--- config.mk ---
export PLATFORM = sky130hd
export DESIGN_NAME = median_image_reader
export DESIGN_NICKNAME = d
export VERILOG_FILES = /design/src/rtl/median_image_reader_pkg.sv /design/src/rtl/pixel_byte_packer.sv /design/src/rtl/median_image_reader.sv
export SDC_FILE = /design/constraint.sdc
export NUM_CORES = 1
export LEC_CHECK = 0
export CAP_MARGIN = 20
export CORE_UTILIZATION = 43
export CTS_BUF_LIST = sky130_fd_sc_hd__clkbuf_2
export CTS_CLUSTER_SIZE = 30
export DETAILED_ROUTE_END_ITERATION = 6
export PLACE_DENSITY = 0.69
export RECOVER_POWER = 50
export SLEW_MARGIN = 25
export SYNTH_ARGS = -nofsm -noshare
export SYNTH_HDL_FRONTEND = slang
export SYNTH_SLANG_ARGS = --single-unit
--- constraint.sdc ---
create_clock -name clk -period 2.8 [get_ports clk]
set_clock_uncertainty 0.05 [all_clocks]
set_input_delay 0.7 -clock clk [delete_from_list [all_inputs] [get_ports clk]]
set_output_delay 0.7 -clock clk [all_outputs]
set_load 0.03 [all_outputs]
--- src/rtl/median_image_reader_pkg.sv ---
// Shared types and constants for the median-image raster reader.
package median_image_reader_pkg;

  localparam int ADDR_W = 8;
  localparam int BYTE_W = 8;

  typedef enum logic [1:0] {
    IDLE  = 2'd0,
    ISSUE = 2'd1,
    DRAIN = 2'd2,
    DONE  = 2'd3
  } state_t;

endpackage

--- src/rtl/pixel_byte_packer.sv ---
// Tracks reads in flight, packs returned pixels LSB-first into bytes and
// presents them on a valid/ready output register with row/frame markers.
module pixel_byte_packer
  import median_image_reader_pkg::*;
#(
  parameter int COLS   = 128,
  parameter int ROWS   = 128,
  parameter int RD_LAT = 2
) (
  input  logic              clk,
  input  logic              reset,
  input  logic              clear,
  input  logic              issue,
  input  logic              pixel,
  input  logic              ready,
  output logic              credit,
  output logic              sample,
  output logic [BYTE_W-1:0] data,
  output logic              valid,
  output logic              line_end,
  output logic              last,
  output logic              last_accepted,
  output logic              empty
);

  localparam int BYTES_PER_ROW = COLS / BYTE_W;

  logic [RD_LAT-1:0]  flight;
  logic [3:0]         in_flight;
  logic [3:0]         pack_count, pack_count_nxt;
  logic [BYTE_W-1:0]  pack_data, pack_data_nxt;
  logic [4:0]         byte_col;
  logic [ADDR_W-1:0]  byte_row;
  logic               accept, move, row_end, frame_end;

  // Handshake: a byte transfers on any rising edge where valid && ready;
  // data/line_end/last hold while valid is high and ready is low.
  assign accept        = valid && ready;
  assign sample        = flight[RD_LAT-1];
  assign row_end       = (byte_col == 5'(BYTES_PER_ROW - 1));
  assign frame_end     = row_end && (byte_row == ADDR_W'(ROWS - 1));
  assign move          = (pack_count_nxt == 4'd8) && (!valid || accept);
  assign last_accepted = accept && last;
  assign empty         = (pack_count == 4'd0) && (in_flight == 4'd0);

  // An empty output register can absorb one whole byte, so outstanding bits
  // only need bounding to the packer's 8 slots while that register is full.
  assign credit = !valid || ((5'(pack_count) + 5'(in_flight)) < 5'd8);

  always_comb begin
    in_flight = '0;
    for (int i = 0; i < RD_LAT; i++) in_flight = in_flight + 4'(flight[i]);
  end

  always_comb begin
    pack_data_nxt  = pack_data;
    pack_count_nxt = pack_count;
    if (sample) begin
      pack_data_nxt[pack_count[2:0]] = pixel;
      pack_count_nxt                 = pack_count + 4'd1;
    end
  end

  always_ff @(posedge clk or posedge reset) begin
    if (reset) begin
      flight     <= '0;
      pack_count <= '0;
      pack_data  <= '0;
      byte_col   <= '0;
      byte_row   <= '0;
      data       <= '0;
      valid      <= 1'b0;
      line_end   <= 1'b0;
      last       <= 1'b0;
    end else if (clear) begin
      flight     <= '0;
      pack_count <= '0;
      pack_data  <= '0;
      byte_col   <= '0;
      byte_row   <= '0;
      valid      <= 1'b0;
    end else begin
      flight <= RD_LAT'({flight, issue});
      if (move) begin
        data       <= pack_data_nxt;
        valid      <= 1'b1;
        line_end   <= row_end;
        last       <= frame_end;
        pack_data  <= '0;
        pack_count <= '0;
        byte_col   <= row_end ? 5'd0 : byte_col + 5'd1;
        byte_row   <= row_end ? byte_row + 8'd1 : byte_row;
      end else begin
        pack_data  <= pack_data_nxt;
        pack_count <= pack_count_nxt;
        if (accept) valid <= 1'b0;
      end
    end
  end

endmodule

--- src/rtl/median_image_reader.sv ---
// Raster readout of the median-filtered image into a byte stream.
// Optional set-pixel counter enabled by MEDIAN_READER_COUNT_EN.
module median_image_reader
  import median_image_reader_pkg::*;
#(
  parameter int COLS   = 128,
  parameter int ROWS   = 128,
  parameter int RD_LAT = 2
) (
  input  logic        clk,
  input  logic        reset,
  input  logic        startRead,
  output logic        readMedianImage,
  output logic [7:0]  xAddressOut,
  output logic [7:0]  yAddressOut,
  input  logic        medianDataIn,
  output logic [7:0]  outData,
  output logic        outValid,
  input  logic        outReady,
  output logic        outLineEnd,
  output logic        outLast,
  output logic        busy,
  output logic        done,
  output logic [1:0]  fsm_state
`ifdef MEDIAN_READER_COUNT_EN
  ,
  output logic [15:0] onesCount
`endif
);

  state_t state, state_nxt;
  logic   start, issue, credit, sample, last_accepted, packer_empty, last_addr;

  assign start     = (state == IDLE) && startRead;
  assign issue     = (state == ISSUE) && credit;
  assign last_addr = (xAddressOut == ADDR_W'(COLS - 1)) && (yAddressOut == ADDR_W'(ROWS - 1));
  assign fsm_state = state;

  always_ff @(posedge clk or posedge reset) begin
    if (reset) state <= IDLE;
    else       state <= state_nxt;
  end

  always_comb begin
    state_nxt       = state;
    readMedianImage = 1'b0;
    busy            = 1'b0;
    done            = 1'b0;
    case (state)
      IDLE:  if (startRead) state_nxt = ISSUE;
      ISSUE: begin
        readMedianImage = 1'b1;
        busy            = 1'b1;
        if (issue && last_addr) state_nxt = DRAIN;
      end
      DRAIN: begin
        readMedianImage = 1'b1;
        busy            = 1'b1;
        if (last_accepted && packer_empty) state_nxt = DONE;
      end
      DONE: begin
        done      = 1'b1;
        state_nxt = IDLE;
      end
      default: state_nxt = IDLE;
    endcase
  end

  // The final address is held through DRAIN; it returns to (0,0) after the frame.
  always_ff @(posedge clk or posedge reset) begin
    if (reset) begin
      xAddressOut <= '0;
      yAddressOut <= '0;
    end else if (start || state == DONE) begin
      xAddressOut <= '0;
      yAddressOut <= '0;
    end else if (issue && !last_addr) begin
      if (xAddressOut == ADDR_W'(COLS - 1)) begin
        xAddressOut <= '0;
        yAddressOut <= yAddressOut + 8'd1;
      end else begin
        xAddressOut <= xAddressOut + 8'd1;
      end
    end
  end

  pixel_byte_packer #(
    .COLS   (COLS),
    .ROWS   (ROWS),
    .RD_LAT (RD_LAT)
  ) u_packer (
    .clk           (clk),
    .reset         (reset),
    .clear         (start),
    .issue         (issue),
    .pixel         (medianDataIn),
    .ready         (outReady),
    .credit        (credit),
    .sample        (sample),
    .data          (outData),
    .valid         (outValid),
    .line_end      (outLineEnd),
    .last          (outLast),
    .last_accepted (last_accepted),
    .empty         (packer_empty)
  );

`ifdef MEDIAN_READER_COUNT_EN
  always_ff @(posedge clk or posedge reset) begin
    if (reset)                                             onesCount <= '0;
    else if (start)                                        onesCount <= '0;
    else if (sample && medianDataIn && onesCount != 16'hFFFF) onesCount <= onesCount + 16'd1;
  end
`else
  logic unused_sample;
  assign unused_sample = sample;
`endif

endmodule

==> images/pinout.png <==
The bar under the picture is 20 µm long. Pins as bars across the die edge, other pins in grey.
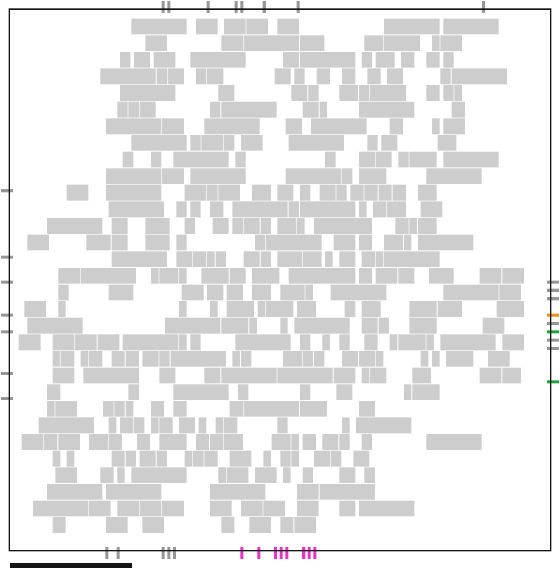
`readMedianImage` -> orange  # pins 1, direction output, edge right
`xAddressOut` -> magenta  # pins 8, direction output, edge bottom
`fsm_state` -> green  # pins 2, direction output, edge right

==> summary.txt <==
Results of the flow run.

Among the non-sequential cells, simple AND/OR/NAND/NOR gates take the most area. The sequential cell fraction of total power stands at 0.392. The slew check shows that the tightest pin keeps a relative margin of 0.07774. The number of antenna violations at the first check in global routing stands at 0. The plain and repair buffers instantiated in the layout total 48. The transition time at the pin with the least slew margin stands at around 1.4 ns. According to the tapcell log, the count of inserted taps is about 99.

The largest net degree at the start of global routing stands at between 50 and 60. The number of global-route vias before repair was approximately 2300. The share of layout cells above drive strength 1 stands at 0.1152. Per the post-run analysis, buffers plus inverters along the critical path come to 1.

After detailed routing, the average wire length per cell comes to about 16 µm. TritonCTS built the clock tree. The net total in the final layout stands at about 380. For reference, the clock transition at the flip-flops on the worst setup and hold paths is 0.25 ns. The detailed router reported a total wirelength of 7.066 mm. OpenSTA lists the critical path endpoint as done.

Setup repair after global routing left no endpoint under its margin. The flow ran to the end, and the final reports show no timing, DRC or antenna violations. The multi-input combinational cell count stands at around 240. The number of I/O pins stands at 37.

On the critical path the largest part of the delay comes from buffers and inverters. For this run, global-route usage on met3 was measured as 0.03078. The stage logs contain a warning count of 32. The share of final layout cell area taken by non-clock buffers stands at 0.1196. Looking at the critical path, the highest net fanout was 5. The area of the die stands at just under 8000 µm². After routing the design area is 3725 µm². The HPWL after detailed placement is between 4 and 5 mm.

The gate count of the mapped netlist stands at ~320. The highest clock rate this design can be run at is between 300 and 400 MHz. The tally of non-filler cells in the final layout stands at roughly 460. The worst IR drop on VDD stands at approximately 0.00041 V. The power attributed to the clock group stands at 0.387 mW. After detailed routing, the wire length on met1 is approximately 3.6 mm. The chip width stands at 88.39 µm. The simple-gate share of the synthesized area stands at 0.2343. The final report gives the core utilization as 0.5163. The worst-case hold slack stands at 0.4875 ns. The multi-input logic portion of the cell area stands at 0.4461.

The combinational power stands at 1.55 mW. At the later pin of the worst-skew pair, clock insertion delay measures around 0.44 ns. Max-slew check failures listed in the final report amount to 0.

The area growth from synthesis to layout is 16.06%. Sorting the synthesis cell report by count puts at the top sky130_fd_sc_hd__dfrtp_1. Per the placement report, the placed cell count is about 450.

The number of remaining DRC errors stands at 0. On met2, the global router reports a usage of 0.2755. Detailed routing placed a total of between 3 and 4 mm of wire on met2. The peak per-stage delay on the critical path stands at approximately 0.70 ns. The iteration count recorded for the first detailed-route pass is 4. At floorplan, the net count of the design was reported as around 340. Yosys attributes the largest share of cell area to sky130_fd_sc_hd__dfrtp_1 (44%), sky130_fd_sc_hd__ha_1 (5.5%), sky130_fd_sc_hd__mux2i_1 (5.0%). The depth of the critical timing path with buffers and inverters included stands at 2.

The total area of multi-input combinational cells stands at 1662 µm². Per the timing report, the most critical flop-to-flop path originates at u_packer.flight[1]. The CTS log lists the clock sinks for this run as around 56.

Global routing put the most usage on met1. The number of clock buffers in the layout stands at 5. The script computed the net switching share of total power as 0.4301. In this run, synthesis inferred 0 flip-flops with an integrated enable. STA classifies the critical path endpoint as an output port. The number of rows in the core area stands at 31. The fraction of area in clock buffers and inverters stands at 0.01478. The overall global routing resource usage stands at 0.1884.
==> images/sizing.png <==
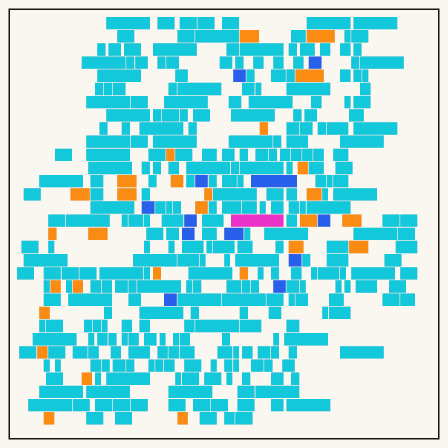
x2 -> orange  # cells 28
x6 and larger -> magenta  # cells 1
x1 and smaller -> cyan  # cells 315
x3 and x4 -> blue  # cells 12

Power is estimated from default activity; no workload was simulated.
